**Run 1: wiring by layer**

Drawn at 3 px/um.
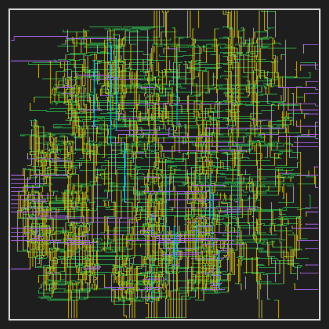
**Run 1: logic cells by family**

Drawn at 3 px/um.
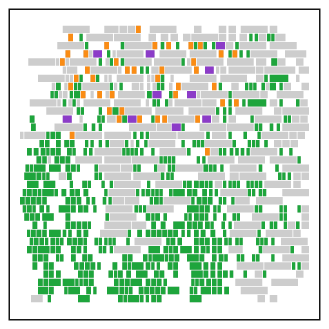
**Run 1: the metal 3 layer**

Drawn at 4 px/um.
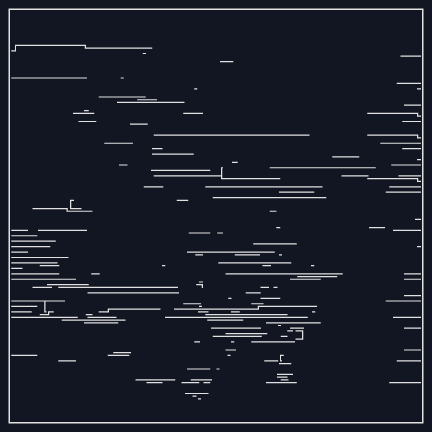
## src/rtl/rot_word_pipe_if.sv

```systemverilog
// Handshake and data bundle for rot_word_pipe: upstream word request plus downstream result.
// master = the side that feeds words and accepts results; slave = the rotator.
interface rot_word_pipe_if #(
  parameter int unsigned NUM_BYTES = 4
) ();
  localparam int unsigned AW = $clog2(NUM_BYTES);
  localparam int unsigned WW = 8 * NUM_BYTES;

  logic          i_valid;
  logic          o_ready;
  logic [WW-1:0] i_word;
  logic [AW-1:0] i_amount;
  logic          i_dir;
  logic          i_rcon_restart;
  logic          o_valid;
  logic          i_ready;
  logic [WW-1:0] o_word;
  logic [7:0]    o_rcon;
  logic [3:0]    o_round;

  modport master (
    output i_valid, i_word, i_amount, i_dir, i_rcon_restart, i_ready,
    input  o_ready, o_valid, o_word, o_rcon, o_round
  );

  modport slave (
    input  i_valid, i_word, i_amount, i_dir, i_rcon_restart, i_ready,
    output o_ready, o_valid, o_word, o_rcon, o_round
  );
endinterface

```

## src/rtl/rot_word_pipe.sv

```systemverilog
// Two-stage byte rotator for key expansion with an internal Rcon/round generator.
// S1 holds the rotated word and its Rcon tag; S2 applies the Rcon XOR to byte 0.
module rot_word_pipe #(
  parameter int unsigned NUM_BYTES  = 4,
  parameter bit          RCON_EN    = 1'b1,
  parameter int unsigned NUM_ROUNDS = 10
) (
  input  logic           i_clk,
  input  logic           i_rst_n,
  rot_word_pipe_if.slave bus
);
  localparam int unsigned WW = 8 * NUM_BYTES;

  logic          s1_valid_q, s1_valid_d;
  logic [WW-1:0] s1_word_q, s1_word_d;
  logic [7:0]    s1_rcon_q, s1_rcon_d;
  logic [3:0]    s1_round_q, s1_round_d;
  logic          out_valid_q, out_valid_d;
  logic [WW-1:0] out_word_q, out_word_d;
  logic [7:0]    out_rcon_q, out_rcon_d;
  logic [3:0]    out_round_q, out_round_d;
  logic [7:0]    rcon_q, rcon_d;
  logic [3:0]    round_q, round_d;

  logic            s2_load_c, s1_load_c, ready_c, accept_c;
  logic [2*WW-1:0] dbl_c;
  int unsigned     shift_c;
  logic [WW-1:0]   rot_word_c;
  logic [7:0]      cur_rcon_c;
  logic [3:0]      cur_round_c;

  assign s2_load_c = !out_valid_q || bus.i_ready;
  assign s1_load_c = !s1_valid_q || s2_load_c;
  assign ready_c   = i_rst_n && s1_load_c;
  assign accept_c  = bus.i_valid && ready_c;

  // Rotate by sliding a window over two back-to-back copies of the word.
  always_comb begin
    dbl_c   = {bus.i_word, bus.i_word};
    shift_c = 8 * (32'(bus.i_amount) % NUM_BYTES);
    if (bus.i_dir) rot_word_c = WW'(dbl_c >> shift_c);
    else           rot_word_c = WW'((dbl_c << shift_c) >> WW);
  end

  // Rcon generator: restart overrides the value seen by the accepted word.
  always_comb begin
    cur_rcon_c  = 8'h00;
    cur_round_c = 4'd0;
    rcon_d      = rcon_q;
    round_d     = round_q;
    if (RCON_EN) begin
      cur_rcon_c  = bus.i_rcon_restart ? 8'h01 : rcon_q;
      cur_round_c = bus.i_rcon_restart ? 4'd1 : round_q;
      if (accept_c) begin
        if (cur_round_c == 4'(NUM_ROUNDS)) begin
          rcon_d  = 8'h01;
          round_d = 4'd1;
        end else begin
          rcon_d  = {cur_rcon_c[6:0], 1'b0} ^ (cur_rcon_c[7] ? 8'h1B : 8'h00);
          round_d = cur_round_c + 4'd1;
        end
      end else if (bus.i_rcon_restart) begin
        rcon_d  = 8'h01;
        round_d = 4'd1;
      end
    end
  end

  always_comb begin
    s1_valid_d  = s1_valid_q;
    s1_word_d   = s1_word_q;
    s1_rcon_d   = s1_rcon_q;
    s1_round_d  = s1_round_q;
    out_valid_d = out_valid_q;
    out_word_d  = out_word_q;
    out_rcon_d  = out_rcon_q;
    out_round_d = out_round_q;
    if (s1_load_c) begin
      s1_valid_d = accept_c;
      if (accept_c) begin
        s1_word_d  = rot_word_c;
        s1_rcon_d  = cur_rcon_c;
        s1_round_d = cur_round_c;
      end
    end
    // Payload only changes when a new word moves in, so stalled outputs stay bit-stable.
    if (s2_load_c) begin
      out_valid_d = s1_valid_q;
      if (s1_valid_q) begin
        out_word_d  = s1_word_q ^ {s1_rcon_q, {(WW-8){1'b0}}};
        out_rcon_d  = s1_rcon_q;
        out_round_d = s1_round_q;
      end
    end
  end

  always_ff @(posedge i_clk or negedge i_rst_n) begin
    if (!i_rst_n) begin
      s1_valid_q  <= 1'b0;
      s1_word_q   <= '0;
      s1_rcon_q   <= 8'h00;
      s1_round_q  <= 4'd0;
      out_valid_q <= 1'b0;
      out_word_q  <= '0;
      out_rcon_q  <= 8'h00;
      out_round_q <= 4'd0;
      rcon_q      <= 8'h01;
      round_q     <= 4'd1;
    end else begin
      s1_valid_q  <= s1_valid_d;
      s1_word_q   <= s1_word_d;
      s1_rcon_q   <= s1_rcon_d;
      s1_round_q  <= s1_round_d;
      out_valid_q <= out_valid_d;
      out_word_q  <= out_word_d;
      out_rcon_q  <= out_rcon_d;
      out_round_q <= out_round_d;
      rcon_q      <= rcon_d;
      round_q     <= round_d;
    end
  end

  assign bus.o_ready = ready_c;
  assign bus.o_valid = out_valid_q;
  assign bus.o_word  = out_word_q;
  assign bus.o_rcon  = out_rcon_q;
  assign bus.o_round = out_round_q;
endmodule
```

## src/flat_wrapper.sv

```systemverilog
// flat-port wrapper written by rule: the top's interface ports become plain ports
module rot_word_pipe_flat 
#(
  parameter int unsigned NUM_BYTES  = 4,
  parameter bit          RCON_EN    = 1'b1,
  parameter int unsigned NUM_ROUNDS = 10
)
  (i_clk, i_rst_n, bus_i_valid, bus_i_word, bus_i_amount, bus_i_dir, bus_i_rcon_restart, bus_i_ready, bus_o_ready, bus_o_valid, bus_o_word, bus_o_rcon, bus_o_round);
  rot_word_pipe_if #(.NUM_BYTES(NUM_BYTES)) bus_i ();
  input  logic i_clk;
  input  logic i_rst_n;
  input wire logic [$bits(bus_i.i_valid)-1:0] bus_i_valid;
  input wire logic [$bits(bus_i.i_word)-1:0] bus_i_word;
  input wire logic [$bits(bus_i.i_amount)-1:0] bus_i_amount;
  input wire logic [$bits(bus_i.i_dir)-1:0] bus_i_dir;
  input wire logic [$bits(bus_i.i_rcon_restart)-1:0] bus_i_rcon_restart;
  input wire logic [$bits(bus_i.i_ready)-1:0] bus_i_ready;
  output wire logic [$bits(bus_i.o_ready)-1:0] bus_o_ready;
  output wire logic [$bits(bus_i.o_valid)-1:0] bus_o_valid;
  output wire logic [$bits(bus_i.o_word)-1:0] bus_o_word;
  output wire logic [$bits(bus_i.o_rcon)-1:0] bus_o_rcon;
  output wire logic [$bits(bus_i.o_round)-1:0] bus_o_round;
  assign bus_i.i_valid = bus_i_valid;
  assign bus_i.i_word = bus_i_word;
  assign bus_i.i_amount = bus_i_amount;
  assign bus_i.i_dir = bus_i_dir;
  assign bus_i.i_rcon_restart = bus_i_rcon_restart;
  assign bus_i.i_ready = bus_i_ready;
  assign bus_o_ready = bus_i.o_ready;
  assign bus_o_valid = bus_i.o_valid;
  assign bus_o_word = bus_i.o_word;
  assign bus_o_rcon = bus_i.o_rcon;
  assign bus_o_round = bus_i.o_round;
  rot_word_pipe #(.NUM_BYTES(NUM_BYTES), .RCON_EN(RCON_EN), .NUM_ROUNDS(NUM_ROUNDS)) u_core (.i_clk(i_clk), .i_rst_n(i_rst_n), .bus(bus_i));
endmodule
```

## config.mk

```make
export PLATFORM = sky130hd
export DESIGN_NAME = rot_word_pipe_flat
export DESIGN_NICKNAME = d
export VERILOG_FILES = /design/src/rtl/rot_word_pipe_if.sv /design/src/rtl/rot_word_pipe.sv /design/src/flat_wrapper.sv
export SDC_FILE = /design/constraint.sdc
export NUM_CORES = 1
export LEC_CHECK = 0
export ABC_AREA = 1
export CORE_MARGIN = 3
export CORE_UTILIZATION = 62
export DETAILED_ROUTE_END_ITERATION = 8
export DONT_BUFFER_PORTS = 1
export PLACE_DENSITY = 0.78
export SKIP_CTS_REPAIR_TIMING = 1
export SYNTH_ARGS = -nofsm -noshare
export SYNTH_HDL_FRONTEND = slang
export SYNTH_SLANG_ARGS = --single-unit
```

## constraint.sdc

```tcl
create_clock -name i_clk -period 1.5 [get_ports i_clk]
set_input_delay 0.15 -clock i_clk [delete_from_list [all_inputs] [get_ports i_clk]]
set_output_delay 0.15 -clock i_clk [all_outputs]
set_load 0.1 [all_outputs]
```

==> results.txt, run 1 <==
Sink Count -> 102
Crit-path leading delay family -> flip-flops
Number of buffers created by CTS -> 9
Logic Gate Count -> 594
Layout non-clock buf frac -> 0.0776
Register share after synthesis -> 0.438
Number of global-route vias before repair -> 4891
NetSw -> 0.00430 W
Number of synthesized flops with an enable pin -> 0
Nets -> 831
Logic share of the area -> 0.450
Synth area leader -> dfrtp_1
Post-Syn Area -> 5840 sq um
Layout cells sized above 1 -> 0.147
Slew HR -> 0.702
Tmin final -> 1.44 ns
Drt first-iter violations -> 440
Yosys Chip Area -> 5840 sq um
Detailed-route DRC error count -> 0
Core Area -> 8930 sq um
Slowest cell on crit path -> dfrtp_4
Init Core Util -> 0.653
R2r worst-path depth -> 5
Post-synth ARST share -> 1.00
Fin Setup TNS -> 0 ns
Clock buffer count -> 10
Placed cell count -> 884
Biggest area cells -> dfrtp_1 (43%), nand2_1 (19%), nand3_1 (17%)
Max Freq -> 696 MHz
Gr ovfl total -> 0
DIE AREA -> 10600 sq um
Reg-to-reg critical path startpoint -> u_core.bus.o_valid$_DFFE_PN0P_
Final setup viols -> 0
CP arrival -> 1.29 ns
Switching share of power -> 0.479
Root buf cell -> clkbuf_8
Worst r2r dst -> u_core.rcon_q[7]$_DFF_PN0_
Worst Hold Class -> input pin to async pin
Tap cells -> 108
Latency at later pin -> 0.37 ns
Status -> finished with violations
Clock power frac -> 0.183
Synth Register Bits -> 102
GP Congestion -> 0.828
Most frequent cell after synthesis -> nand2_1
Comb power -> 0.00379 W
Worst VDD drop -> 742 uV
Final instance area -> 6320 sq um
Clock network area share -> 0.0289
Final slew viol count -> 0
Top layer in use -> met4
Number of fill cells -> 719
DRT Pass-1 Iters -> 6
Syn-to-layout area delta -> 8.34%
Top logic family -> simple AND/OR/NAND/NOR gates
Floorplan Nets -> 808
Yosys cell types -> 24
Total global-route track usage -> 0.283
Max Cap Violations -> 0
Number of ordinary inverters in the final layout -> 25
Drt total wl -> 14300 um
CTS tree -> done
Power per Cell Area -> 1420 nW/um^2
Compound Share, Synth -> 0.0343
LEAKAGE -> 3.35 nW
Seq_cells -> 102
Synthesized instance count -> 768
Met3 wire len -> 1180 um
Wire length of the first global-routing pass -> 23800 um
Pin count of the biggest net entering global routing -> 105
Via count -> 5332
Area share of xor/xnor cells in the synthesized design -> 0.0150
Power share of the sequential group -> 0.395
Hold Vio Cnt, Final -> 102
Avg Cell Area, Syn -> 7.60 sq um
MUX share of area -> 0
CP cell instances -> nand3_4 > nand2_2 > clkinvlp_4 > buf_12
Top FF cell, synth -> dfrtp_1
Most frequent cells in the layout -> nand2_1 (297), nand3_1 (193), dfrtp_1 (99)
Post-Layout Cell Count -> 904
Clk_skew -> 0.0191 ns
Startpoint types -> flop
Routed WL per cell -> 15.8 um
Int Pwr -> 0.00467 W
Dpl cell area -> 6090 sq um
Tightest Pin Transition -> 0.447 ns
Part of the power in combinational logic -> 0.422
Flop area -> 2560 sq um
Yosys warning tally -> 0
Crit path to -> bus_o_ready
CP startpoint -> u_core.bus.o_valid$_DFFE_PN0P_
Most frequent logic cell in the layout -> nand2_1
Crit path kind -> flop to output pin
Crit end category -> output pin
Longest Clk Path Bufs -> 2
Std-Cell Rows -> 34
Failing checks -> hold timing
Antenna Diode Count -> 0
Flop-to-flop setup slack -> 0.11 ns
Buf/Inv on CP -> 2
CP peak stage delay -> 0.51 ns
H-tree depth -> 3
Layout Utilization -> 0.708
Clock net power -> 0.00164 W
Leading cell kind -> combinational gates
Yosys cell count -> 768
Placed wire-length estimate -> 9980 um
Final ANT Viol Nets -> 0
WL met2 -> 6610 um
Adder Area Share -> 0
Die width -> 103 um
# IOs -> 86
CP required -> 1.35 ns
Number of non-clock buffers -> 59
Worst hold slack -> -0.536 ns
Period utilization -> 0.957
Clk slew on worst S/H paths -> 0.11 ns
Count of tool warnings -> 29
RSZ-0062 raised after global routing -> no
Top-area cell share -> 0.429
Buffers on Ports -> 0
Logic area -> 2850 sq um
Initial antenna violation count -> 0
CP Max Fanout -> 3
Sequential share of cell area -> 0.405
Seq. pwr -> 0.00354 W
DIE HEIGHT -> 103 um
Post-synthesis simple-gate area fraction -> 0.437
Biggest consumer -> combinational logic
Post-synth top cells -> nand2_1 (298), nand3_1 (193), dfrtp_1 (100)
Via/cell ratio -> 5.90
Stages on worst setup path -> 4
## Picture notes: 'wiring by layer'
Yellow is metal 2, wire length 6610 um. Purple is metal 3, wire length 1180 um. Green is metal 1, wire length 6090 um. Cyan is metal 4, wire length 384 um.

## Picture notes: 'logic cells by family'
Green is nand cells, cells 528, most used nand2_1. Orange is aoi and oai cells, cells 40, most used o21ai_0. Purple is xor and xnor cells, cells 10, most used xnor2_1, where top middle.

## Picture notes: 'the metal 3 layer'
The longest straight run is 38.6 um. The layer carries 1180 um of wire. 115 nets have wire on it. The layer holds 8.3% of the routed length.

run 1: routing by layer:
| metal | global-route usage | vias to the layer above |
|---|---|---|
| met3 | 0.0453 | 37 |
| met5 | 0 | - |
| met2 | 0.444 | 255 |
| met1 | 0.401 | 2486 |
| li1 | - | 2554 |
| met4 | 0.102 | 0 |
run 1: through the flow:
stage	hold slack, ns	setup slack [ns]	power, W
4_1_cts	-0.553	-0.00502	0.00898
5_1_grt	-0.559	0.0186	0.00937
3_5_place_dp	-0.143	0.142	0.00735
3_3_place_gp	-0.142	0.210	0.00727
2_1_floorplan	-0.146	0.0555	0.00662
6_report	-0.536	0.0641	0.00897
**Run 1: clock network drawn from the DEF**

Drawn at 4 px/um.
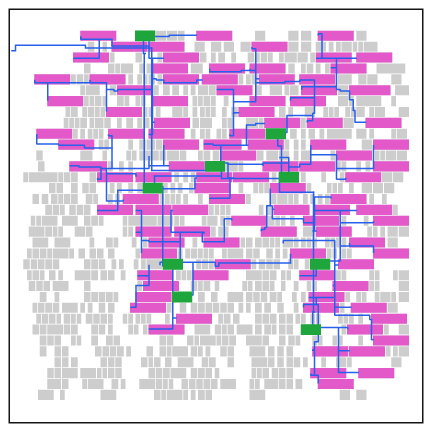

==> run 1 -> run 2 <==
--- a/config.mk
+++ b/config.mk
@@ -6,7 +6,6 @@
 export NUM_CORES = 1
 export LEC_CHECK = 0
 export ABC_AREA = 1
-export CORE_MARGIN = 3
 export CORE_UTILIZATION = 62
 export DETAILED_ROUTE_END_ITERATION = 8
 export DONT_BUFFER_PORTS = 1
**Run 2: clock network drawn from the DEF**

Drawn at 4 px/um.
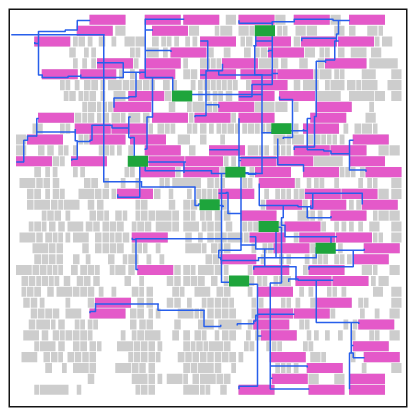
Green is clock drivers, count 9. Blue is clock wires, length 1200 um. Magenta is flip-flops, count 102.
There are 10 routed clock nets. Position of the flops: spread over the die.

**Run 2: the metal 3 layer**

Drawn at 4 px/um.
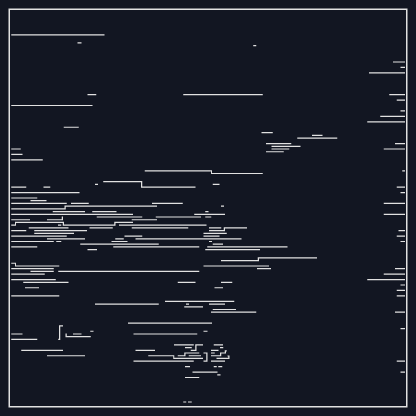
Global Route met3 Usage: 0.0667
drt total wl: 13800 um

==> run 2 against run 1 <==
The run still ends with hold timing left. Combinational power hardly changed. Maximum frequency increased by 0.16%. Largest power group unchanged. Via count rose by 0.86%. Global-route usage increased by 1.4 points. Highest routed layer unchanged. Routed wire length down 3.4%. Hold slack worse by 0.0022 ns. Synthesized cell count unchanged. Cell count is 0.22% higher. Sequential cell count unchanged. Die area is 7.6% lower. Count of clock-buffer cells in the layout decreased by 1.
==> results.txt, run 2 <==
Leading cell kind -> combinational gates
GP Congestion -> 0.875 (+5.7%)
Clock buffer count -> 9 (-1)
Std-Cell Rows -> 35 (+2.9%)
Biggest area cells -> dfrtp_1 (43%), nand2_1 (19%), nand3_1 (17%)
Synthesized instance count -> 768 (unchanged)
Dpl cell area -> 6100 sq um (+0.14%)
Post-synthesis simple-gate area fraction -> 0.437 (unchanged)
Synth area leader -> dfrtp_1
Worst VDD drop -> 863 uV (+16%)
Layout cells sized above 1 -> 0.147 (+0.000185)
DIE HEIGHT -> 99.0 um (-3.9%)
Root buf cell -> clkbuf_8
Detailed-route DRC error count -> 0 (unchanged)
Power per Cell Area -> 1410 nW/um^2 (-0.35%)
Buf/Inv on CP -> 2 (unchanged)
Final setup viols -> 0 (unchanged)
Top logic family -> simple AND/OR/NAND/NOR gates
Seq. pwr -> 0.00351 W (about the same)
Most frequent cell after synthesis -> nand2_1
Number of buffers created by CTS -> 9 (unchanged)
Gr ovfl total -> 0 (unchanged)
R2r worst-path depth -> 6 (+1)
Tmin final -> 1.43 ns (-0.00231 ns)
Total global-route track usage -> 0.297 (+0.0140)
NetSw -> 0.00430 W (about the same)
Biggest consumer -> combinational logic
Worst r2r dst -> u_core.s1_word_q[22]$_DFFE_PN0P_
Crit end category -> output pin
Area share of xor/xnor cells in the synthesized design -> 0.0150 (unchanged)
Final Power -> 0.00898 W (+0.13%)
DRT Pass-1 Iters -> 6 (unchanged)
Failing checks -> hold timing
Crit path to -> bus_o_ready
CP arrival -> 1.28 ns (about the same)
Part of the power in combinational logic -> 0.421 (about the same)
Number of ordinary inverters in the final layout -> 25 (unchanged)
Yosys cell types -> 24 (unchanged)
Seq_cells -> 102 (unchanged)
Sink Count -> 102 (unchanged)
Top layer in use -> met4
# IOs -> 86 (unchanged)
CTS tree -> done
Wire length of the first global-routing pass -> 23400 um (-1.7%)
Clock network area share -> 0.0301 (+0.00124)
LEAKAGE -> 3.37 nW (+0.39%)
Register share after synthesis -> 0.438 (unchanged)
CP peak stage delay -> 0.51 ns (about the same)
Fin Setup TNS -> 0 ns (unchanged)
Clock power frac -> 0.188 (+0.005)
WL met2 -> 6180 um (-6.6%)
CP startpoint -> u_core.bus.o_valid$_DFFE_PN0P_
MUX share of area -> 0 (unchanged)
Avg Cell Area, Syn -> 7.60 sq um (unchanged)
Logic area -> 2850 sq um (+0.18%)
Post-synth top cells -> nand2_1 (298), nand3_1 (193), dfrtp_1 (100)
Tap cells -> 111 (+2.8%)
Number of global-route vias before repair -> 4893 (+0.041%)
Yosys warning tally -> 0 (unchanged)
Final ANT Viol Nets -> 0 (unchanged)
Logic share of the area -> 0.449 (-0.00134)
Stages on worst setup path -> 4 (unchanged)
Via count -> 5378 (+0.86%)
Most frequent logic cell in the layout -> nand2_1
Slowest cell on crit path -> dfrtp_4
Status -> finished with violations
Final slew viol count -> 0 (unchanged)
Max Freq -> 698 MHz (+0.16%)
Floorplan Nets -> 808 (unchanged)
Startpoint types -> flop
Synth Register Bits -> 102 (unchanged)
Most frequent cells in the layout -> nand2_1 (297), nand3_1 (193), dfrtp_1 (99)
Hold Vio Cnt, Final -> 104 (+2.0%)
Init Core Util -> 0.635 (-0.0187)
Clk slew on worst S/H paths -> 0.11 ns (about the same)
Antenna Diode Count -> 0 (unchanged)
Syn-to-layout area delta -> 8.86%
CP Max Fanout -> 3 (unchanged)
Pin count of the biggest net entering global routing -> 105 (unchanged)
Post-Layout Cell Count -> 906 (+0.22%)
Placed wire-length estimate -> 9300 um (-6.8%)
Sequential share of cell area -> 0.403 (-0.00191)
Reg-to-reg critical path startpoint -> u_core.bus.o_valid$_DFFE_PN0P_
Number of fill cells -> 768 (+6.8%)
Post-synth ARST share -> 1.00 (unchanged)
Flop area -> 2560 sq um (unchanged)
Number of non-clock buffers -> 58 (-1.7%)
Flop-to-flop setup slack -> 0.10 ns (about the same)
Worst Hold Class -> input pin to async pin
Nets -> 830 (-0.12%)
Worst hold slack -> -0.538 ns (-0.00220 ns)
Logic Gate Count -> 594 (unchanged)
Pre-CTS WS -> 0.0479 ns (-0.0937 ns)
Layout Utilization -> 0.691 (-0.0170)
Met3 wire len -> 1100 um (-6.4%)
Worst setup margin -> 0.0664 ns (+0.00231 ns)
Layout non-clock buf frac -> 0.0792 (+0.00160)
Final instance area -> 6350 sq um (+0.47%)
[run 2: cell counts after synthesis]
No cell type changed its count.
[run 2: worst min path at each step]
stage | to | slack, ns | cells past startpoint
2_1_floorplan | u_core.bus.o_rcon[0]$_DFFE_PN0P_ | -0.15 | 0
5_1_grt | u_core.s1_rcon_q[0]$_DFFE_PN0P_ | -0.56 | 0
3_3_place_gp | u_core.bus.o_word[11]$_DFFE_PN0P_ | -0.14 | 0
3_5_place_dp | u_core.bus.o_word[13]$_DFFE_PN0P_ | -0.14 | 0
4_1_cts | u_core.bus.o_valid$_DFFE_PN0P_ | -0.56 | 0
6_report | u_core.bus.o_word[13]$_DFFE_PN0P_ | -0.54 | 0
[run 2: per-layer routing]
layer  track usage  vias up
met5             0        -
met4        0.0712        0
met3        0.0667       33
met2         0.452      248
met1         0.434     2543
li1              -     2554
**Run 2: clock routing**

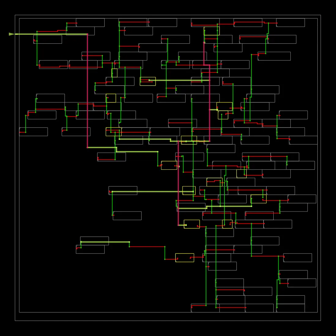

==> run 2 -> run 3 <==
--- a/config.mk
+++ b/config.mk
@@ -6,10 +6,9 @@
 export NUM_CORES = 1
 export LEC_CHECK = 0
 export ABC_AREA = 1
-export CORE_UTILIZATION = 62
+export CORE_UTILIZATION = 45
 export DETAILED_ROUTE_END_ITERATION = 8
 export DONT_BUFFER_PORTS = 1
-export PLACE_DENSITY = 0.78
 export SKIP_CTS_REPAIR_TIMING = 1
 export SYNTH_ARGS = -nofsm -noshare
 export SYNTH_HDL_FRONTEND = slang
**Run 3: clock routing**

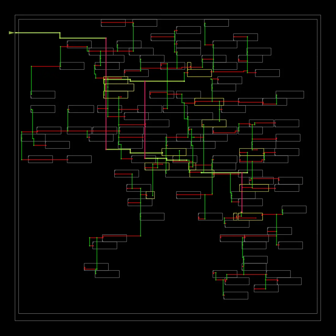
Clock net power: 0.00265 W
clock buffer count: 11
Latency at later pin: 0.34 ns

**Run 3: wiring by layer**

Drawn at 2 px/um.
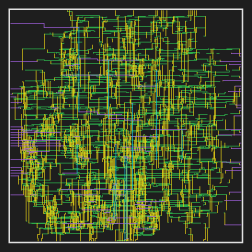
Cyan is metal 4, wire length 322 um. Purple is metal 3, wire length 766 um. Yellow is metal 2, wire length 6340 um. Green is metal 1, wire length 6800 um.

==> run 3 against run 2 <==
The flow still finishes with violations (hold timing). Critical path depth unchanged. Maximum frequency grew 0.59%. Highest routed layer unchanged. Area after synthesis stayed put. Clock power grew 57%. Routed wire length increased by 3.3%. Largest cell class unchanged. Register-to-register slack about the same. Cell area grew 3.1%.
==> results.txt, run 3 <==
CP cell instances -> nand3_2 > nand2_1 > clkinvlp_4 > buf_12
DRT Pass-1 Iters -> 5 (-1)
Pin count of the biggest net entering global routing -> 105 (unchanged)
Stages on worst setup path -> 4 (unchanged)
Worst Hold Class -> input pin to async pin
Layout cells sized above 1 -> 0.147 (-0.000185)
Layout Utilization -> 0.519 (-0.172)
Power per Cell Area -> 1520 nW/um^2 (+7.3%)
Yosys Chip Area -> 5840 sq um
Crit path kind -> flop to output pin
R2r worst-path depth -> 5 (-1)
Synth area leader -> dfrtp_1
Most frequent cells in the layout -> nand2_1 (298), nand3_1 (193), dfrtp_1 (99)
Int Pwr -> 0.00568 W
Top FF cell, synth -> dfrtp_1
Nets -> 831 (+0.12%)
Yosys cell count -> 768
# IOs -> 86 (unchanged)
Routing usage on met2 -> 0.336 (-0.117)
GP Congestion -> 0.847 (-3.2%)
Final instance area -> 6550 sq um (+3.1%)
Crit end category -> output pin
Yosys warning tally -> 0 (unchanged)
Drt total wl -> 14200 um (+3.3%)
Clock power frac -> 0.267 (+0.079)
Synth Register Bits -> 102 (unchanged)
Pre-CTS WS -> 0.0503 ns (+0.00246 ns)
Syn-to-layout area delta -> 12.2%
Worst VDD drop -> 799 uV (-7.4%)
Dpl cell area -> 6180 sq um (+1.4%)
Worst hold slack -> -0.501 ns (+0.0373 ns)
Placed wire-length estimate -> 9850 um (+5.8%)
Worst setup margin -> 0.0748 ns (+0.00842 ns)
Number of global-route vias before repair -> 4719 (-3.6%)
NetSw -> 0.00426 W (-0.78%)
LEAKAGE -> 3.43 nW (+1.9%)
DIE AREA -> 13400 sq um
Clk slew on worst S/H paths -> 0.07 ns (-0.04 ns)
Most frequent logic cell in the layout -> nand2_1
CP arrival -> 1.28 ns (about the same)
Floorplan Nets -> 808 (unchanged)
CP startpoint -> u_core.bus.o_valid$_DFFE_PN0P_
Biggest area cells -> dfrtp_1 (43%), nand2_1 (19%), nand3_1 (17%)
Fin Setup TNS -> 0 ns (unchanged)
Worst r2r dst -> u_core.rcon_q[4]$_DFF_PN0_
Clk_skew -> 0.00771 ns
Buf/Inv on CP -> 2 (unchanged)
Startpoint types -> flop
Final Power -> 0.00994 W (+11%)
Power share of the sequential group -> 0.355
RSZ-0062 raised after global routing -> no
Reg-to-reg critical path startpoint -> u_core.bus.o_valid$_DFFE_PN0P_
Yosys cell types -> 24 (unchanged)
Slew HR -> 0.661
Tmin final -> 1.43 ns (-0.00842 ns)
CP Max Fanout -> 3 (unchanged)
Init Core Util -> 0.462 (-0.172)
Global-route track usage on met1 -> 0.320 (-0.114)
DRT met1 WL -> 6800 um
Antenna Diode Count -> 0 (unchanged)
Post-synth ARST share -> 1.00 (unchanged)
CP peak stage delay -> 0.48 ns (-0.03 ns)
Slowest cell on crit path -> dfrtp_4
Final setup viols -> 0 (unchanged)
Final ANT Viol Nets -> 0 (unchanged)
Longest Clk Path Bufs -> 2
Number of buffers created by CTS -> 9 (unchanged)
CTS tree -> done
Detailed-route DRC error count -> 0 (unchanged)
Failing checks -> hold timing
Hold Vio Cnt, Final -> 103 (-0.96%)
Synthesized instance count -> 768 (unchanged)
Status -> finished with violations
Placed cell count -> 950
Part of the power in combinational logic -> 0.378 (-0.043)
WL met2 -> 6340 um (+2.7%)
Gr ovfl total -> 0 (unchanged)
Tightest Pin Transition -> 0.508 ns
Met3 wire len -> 765 um (-31%)
Wire length of the first global-routing pass -> 23500 um (+0.56%)
Std-Cell Rows -> 41 (+17%)
Avg Cell Area, Syn -> 7.60 sq um (unchanged)
Drt first-iter violations -> 476
Flop-to-flop setup slack -> 0.09 ns (about the same)
Routed WL per cell -> 14.7 um
GRT Max-Usage Layer -> met2
Top layer in use -> met4
Most frequent cell after synthesis -> nand2_1
Via count -> 5185 (-3.6%)
Core Area -> 12600 sq um
H-tree depth -> 3
DIE HEIGHT -> 116 um (+17%)
Crit path to -> bus_o_ready
Via/cell ratio -> 5.36
Max Freq -> 702 MHz (+0.59%)
Post-Layout Cell Count -> 968 (+6.8%)
Sink Count -> 102 (unchanged)
Register share after synthesis -> 0.438 (unchanged)
Global Route met3 Usage -> 0.0439 (-0.0227)
Die width -> 116 um
Final slew viol count -> 0 (unchanged)
Root buf cell -> clkbuf_16
Buffers on Ports -> 0
Top-area cell share -> 0.429
Total global-route track usage -> 0.223 (-0.0744)
Post-synth top cells -> nand2_1 (298), nand3_1 (193), dfrtp_1 (100)
run 3: cell counts after synthesis:
Identical to the previous run, type by type.
run 3: power by group through the flow:
stage               sequential (W)  combinational (W)  clock (W)
floorplan                  0.00558            0.00104          0
global placement           0.00357            0.00371          0
detailed placement         0.00358            0.00375          0
CTS                        0.00353            0.00376    0.00270
global route               0.00359            0.00397    0.00282
finish                     0.00353            0.00375    0.00265
run 3: cells by family after synthesis:
group | Yosys count | synth area share
flops | 102 | 0.438
compound gates | 40 | 0.0343
simple gates | 544 | 0.437
buf+inv | 72 | 0.0759
xor+xnor | 10 | 0.0150
run 3: layout make-up:
cell class,instances,area [sq um]
clock inverter,5,106
inverter,25,110
fill,1266,6070
sequential,102,2560
timing repair buffer,59,489
multi-input combinational,594,2840
tap,172,215
clock buffer,11,233
Power and IR drop assume default switching activity.
